## src/rtl/sysid_access_arbiter.sv

```systemverilog
// rtl/sysid_access_arbiter.sv - round-robin access arbiter for the system-ID slave with boot-time ID self-check
module sysid_access_arbiter #(
  parameter int          NUM_REQ     = 2,
  parameter int          WAIT_CYCLES = 0,
  parameter logic [31:0] EXPECTED_ID = 32'd1379086204
) (
  input  logic               clock,
  input  logic               reset,
  input  logic [NUM_REQ-1:0] req,
  input  logic [NUM_REQ-1:0] req_addr,
  output logic [NUM_REQ-1:0] gnt,
  output logic [NUM_REQ-1:0] rsp_valid,
  output logic [31:0]        rsp_data,
  output logic               sys_address,
  input  logic [31:0]        sys_readdata,
  output logic               id_done,
  output logic               id_match,
  output logic               busy
);

  localparam int OW = (NUM_REQ > 1) ? $clog2(NUM_REQ) : 1;

  typedef enum logic [1:0] {
    ST_BOOT,
    ST_READ,
    ST_RESP,
    ST_IDLE
  } state_t;

  state_t        state;
  state_t        state_next;
  logic          addr_q;
  logic [OW-1:0] owner_q;
  logic          internal_q;
  logic [3:0]    wait_cnt;
  logic [OW-1:0] rr_ptr;
  logic [OW-1:0] rr_next;
  int            rr_int;

  logic          pick_found;
  logic [OW-1:0] pick_idx;
  logic          pick_addr;
  logic          owner_hit;

  assign rr_int  = int'(rr_ptr);
  assign rr_next = (owner_q == OW'(NUM_REQ - 1)) ? '0 : owner_q + 1'b1;

  // Candidate k positions after rr_ptr; only indices below NUM_REQ can ever match.
  always_comb begin
    pick_found = 1'b0;
    pick_idx   = '0;
    pick_addr  = 1'b0;
    for (int k = 0; k < NUM_REQ; k++) begin
      for (int j = 0; j < NUM_REQ; j++) begin
        if (!pick_found && req[j] &&
            ((j == rr_int + k) || (j == rr_int + k - NUM_REQ))) begin
          pick_found = 1'b1;
          pick_idx   = OW'(j);
          pick_addr  = req_addr[j];
        end
      end
    end
  end

  always_ff @(posedge clock or posedge reset) begin
    if (reset) begin
      state <= ST_BOOT;
    end else begin
      state <= state_next;
    end
  end

  always_comb begin
    state_next  = state;
    busy        = 1'b1;
    sys_address = 1'b0;
    gnt         = '0;
    rsp_valid   = '0;
    owner_hit   = 1'b0;
    case (state)
      ST_BOOT: state_next = ST_READ;
      ST_READ: begin
        sys_address = addr_q;
        if (wait_cnt == 4'd0) begin
          state_next = ST_RESP;
        end
      end
      ST_RESP: state_next = ST_IDLE;
      ST_IDLE: begin
        busy = 1'b0;
        if (pick_found) begin
          state_next = ST_READ;
        end
      end
      default: state_next = ST_BOOT;
    endcase
    // The boot read has no requester, so it never raises gnt or rsp_valid.
    for (int i = 0; i < NUM_REQ; i++) begin
      owner_hit    = !internal_q && (owner_q == OW'(i));
      gnt[i]       = owner_hit && ((state == ST_READ) || (state == ST_RESP));
      rsp_valid[i] = owner_hit && (state == ST_RESP);
    end
  end

  always_ff @(posedge clock or posedge reset) begin
    if (reset) begin
      addr_q     <= 1'b0;
      owner_q    <= '0;
      internal_q <= 1'b1;
      wait_cnt   <= 4'd0;
      rsp_data   <= 32'd0;
      id_done    <= 1'b0;
      id_match   <= 1'b0;
      rr_ptr     <= '0;
    end else begin
      case (state)
        ST_BOOT: begin
          addr_q     <= 1'b1;
          internal_q <= 1'b1;
          wait_cnt   <= 4'(WAIT_CYCLES);
        end
        ST_IDLE: begin
          if (pick_found) begin
            addr_q     <= pick_addr;
            owner_q    <= pick_idx;
            internal_q <= 1'b0;
            wait_cnt   <= 4'(WAIT_CYCLES);
          end
        end
        ST_READ: begin
          if (wait_cnt != 4'd0) begin
            wait_cnt <= wait_cnt - 4'd1;
          end else begin
            rsp_data <= sys_readdata;
          end
        end
        ST_RESP: begin
          if (internal_q) begin
            id_done  <= 1'b1;
            id_match <= (rsp_data == EXPECTED_ID);
          end else begin
            rr_ptr <= rr_next;
          end
        end
        default: ;
      endcase
    end
  end

endmodule

```

## config.mk

```make
export PLATFORM = sky130hd
export DESIGN_NAME = sysid_access_arbiter
export DESIGN_NICKNAME = d
export VERILOG_FILES = /design/src/rtl/sysid_access_arbiter.sv
export SDC_FILE = /design/constraint.sdc
export NUM_CORES = 1
export LEC_CHECK = 0
export CORE_MARGIN = 3
export CORE_UTILIZATION = 48
export CTS_CLUSTER_DIAMETER = 80
export DETAILED_ROUTE_END_ITERATION = 16
export PLACE_DENSITY_LB_ADDON = 0.3
export SETUP_SLACK_MARGIN = 0.15
export SKIP_CTS_REPAIR_TIMING = 1
export SLEW_MARGIN = 10
export SYNTH_ARGS = -nofsm -noshare
export SYNTH_HDL_FRONTEND = slang
export SYNTH_SLANG_ARGS = --single-unit
export TNS_END_PERCENT = 10
```

## constraint.sdc

```tcl
create_clock -name clock -period 3.5 [get_ports clock]
set_clock_uncertainty 0.05 [all_clocks]
set_input_delay 0.7 -clock clock [delete_from_list [all_inputs] [get_ports clock]]
set_output_delay 0.7 -clock clock [all_outputs]
set_load 0.02 [all_outputs]
```

Fig. 1: wire density map
15 x 15 tiles, from dark purple (low) to yellow (high), scaled to the fullest tile. Values are wire area over tile area, all layers added.
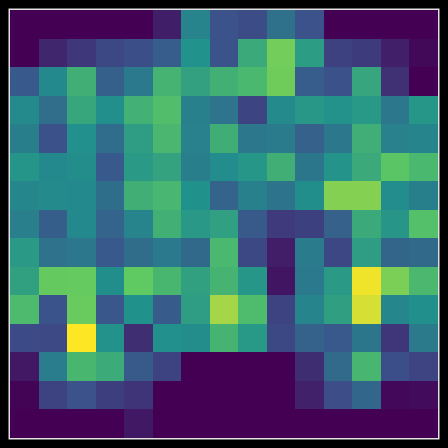
16% of the tiles are nearly empty. The emptiest ninth of the die: bottom middle. The mean over all tiles is 0.14. The fullest tile reaches 0.39.
total vias in the final route: 1462
detailed-route wire length per cell: 16.8 um
Detailed Route WL: 4670 um
total global-route track usage: 18.4%

Fig. 2: metal layers overlaid
Only two layers are drawn.
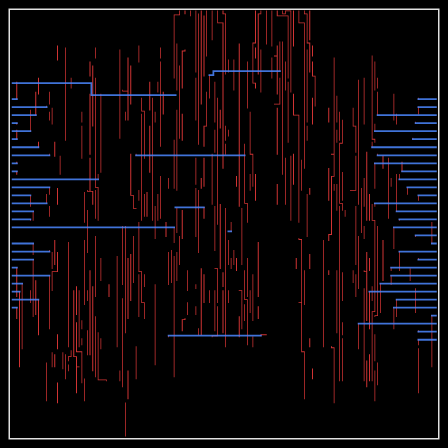
Blue shows M3, wire length 397 um. Red shows M2, wire length 2120 um.

Fig. 3: cell area per tile
Bar = 20 um. 7 x 7 tiles, from dark purple (low) to yellow (high), 0 to 100% covered.
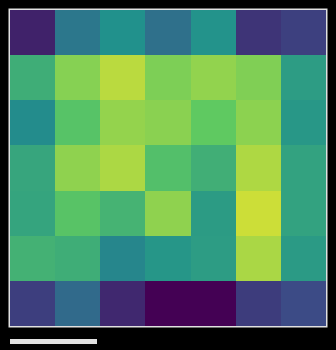
The emptiest ninth of the die: bottom middle. 4.1% of the tiles are nearly empty. The mean over all tiles is 56%. 31% of the tiles are over 75% full.

==> summary.rpt <==
==== FLOW RESULTS ====
----------------------------------------------------
[Route]
  Remaining number of nets flagged by the antenna check after routing ........................ 0
  Post-detailed-route DRC marker count ........................ 0

[Final timing]
  Smallest setup slack after layout ........................ 0.600 ns
  Minimum period implied by the final worst setup slack ........................ 2.90 ns
  Transition time at the pin with the least slew margin ........................ 0.634 ns
  Maximum clock rate ........................ 0.345 GHz
  Final worst-path cycle share ........................ 82.9%

[Yosys]
  Adders+Majority by Area ........................ 3.53%
  Post-Synthesis Cells ........................ 145
  Area share of xor/xnor cells in the synthesized design ........................ 0%
  Number of cell instances after yosys synthesis ........................ between 100 and 150
  Mux cell area share ........................ 24.0%
  Cell type with the largest total area ........................ sky130_fd_sc_hd__dfrtp_1
  Cell with the most instances after synthesis ........................ sky130_fd_sc_hd__dfrtp_1
  Sequential share of the synthesized area ........................ 51.8%

[Placed design]
  Worst-case setup slack after placement ........................ about 0.94 ns
  Port Buf Inserts ........................ approximately 77
  Total cell area at the placement stage ........................ approximately 2900 um^2

[Pwr]
  Static leakage ........................ around 1.3 nW
  Int Power ........................ about 1.8 mW
  Switching share of total power ........................ 36.8%
  Maximum ir drop on the vdd rail ........................ 0.519 mV

[Worst setup path]
  End of the worst register-to-register path ........................ rsp_data[28]$_DFFE_PP0P_
  Data required time of the worst path ........................ 2.75 ns
  Critical path peak fanout ........................ 7
  Worst Setup SP ........................ state[0]$_DFFE_PP0P_
  Critical path arrival ........................ 2.15 ns

[Floorplan]
  Core Density at Floorplan ........................ 51.3%
  Core box area ........................ 4140 um^2

[GRT]
  Maximum number of pins on one net before global-route repair ........................ 45

[Outcome]
  Result of the run ........................ complete, no violations

[Layout]
  Total area of sequential cells ........................ 1100 um^2
  Count of nets after finishing ........................ 271
  Number of standard cells in the final layout excluding fillers ........................ roughly 280

[Min path]
  Worst Hold Endpoint ........................ id_done$_DFFE_PP0P_

----------------------------------------------------
Fig. 4: sequential cells colored by netlist name
Bar = 20 um.
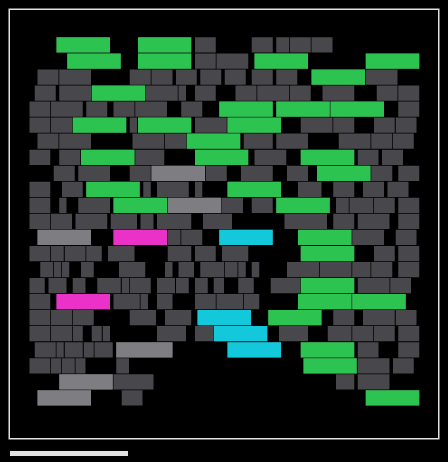
Green shows `rsp_data`, sequential cells 32. Cyan shows `wait_cnt`, sequential cells 4, where bottom middle. Magenta shows `state`, sequential cells 2.
Another 6 sequential cells are not colored.

Fig. 5: the clock network
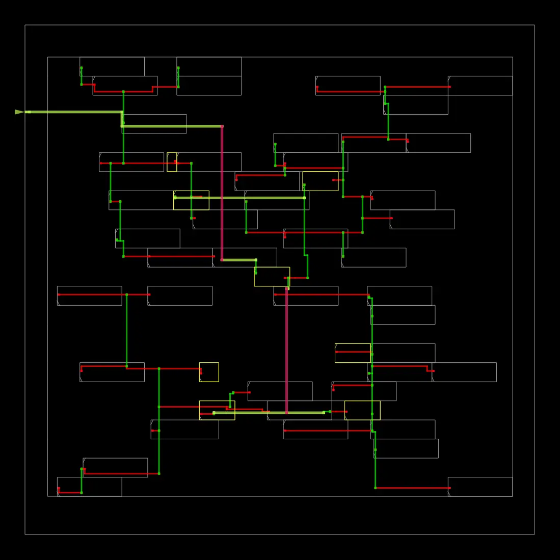
Latency at later pin: 0.29 ns
Inserted Clock Buffers: 5

-- per-layer routing --
metal	GRT usage, %	wire [um]
met1	24.8	2120
met2	28.7	2120
met3	5.79	396
met4	5.12	36
met5	0	0
-- flip-flops by register name (all words and copies together) (netlist names) --
| signal | cells |
|---|---|
| rsp_data | 32 |
| internal_q | 1 |
| rr_ptr | 1 |
| id_done | 1 |
| id_match | 1 |
| state | 2 |
| wait_cnt | 4 |
| addr_q | 1 |
| owner_q | 1 |
-- cell type report --
type,instances,share of cell area [%]
clock buffers,7,2.84
clock inverters,1,0.247
inverters,6,0.742
multi-input cells,91,31.5
flip-flops and latches,44,36.3
well taps,50,2.06
repair buffers,79,26.3
Power figures rest on the tool's default switching activity, not on a simulated workload.
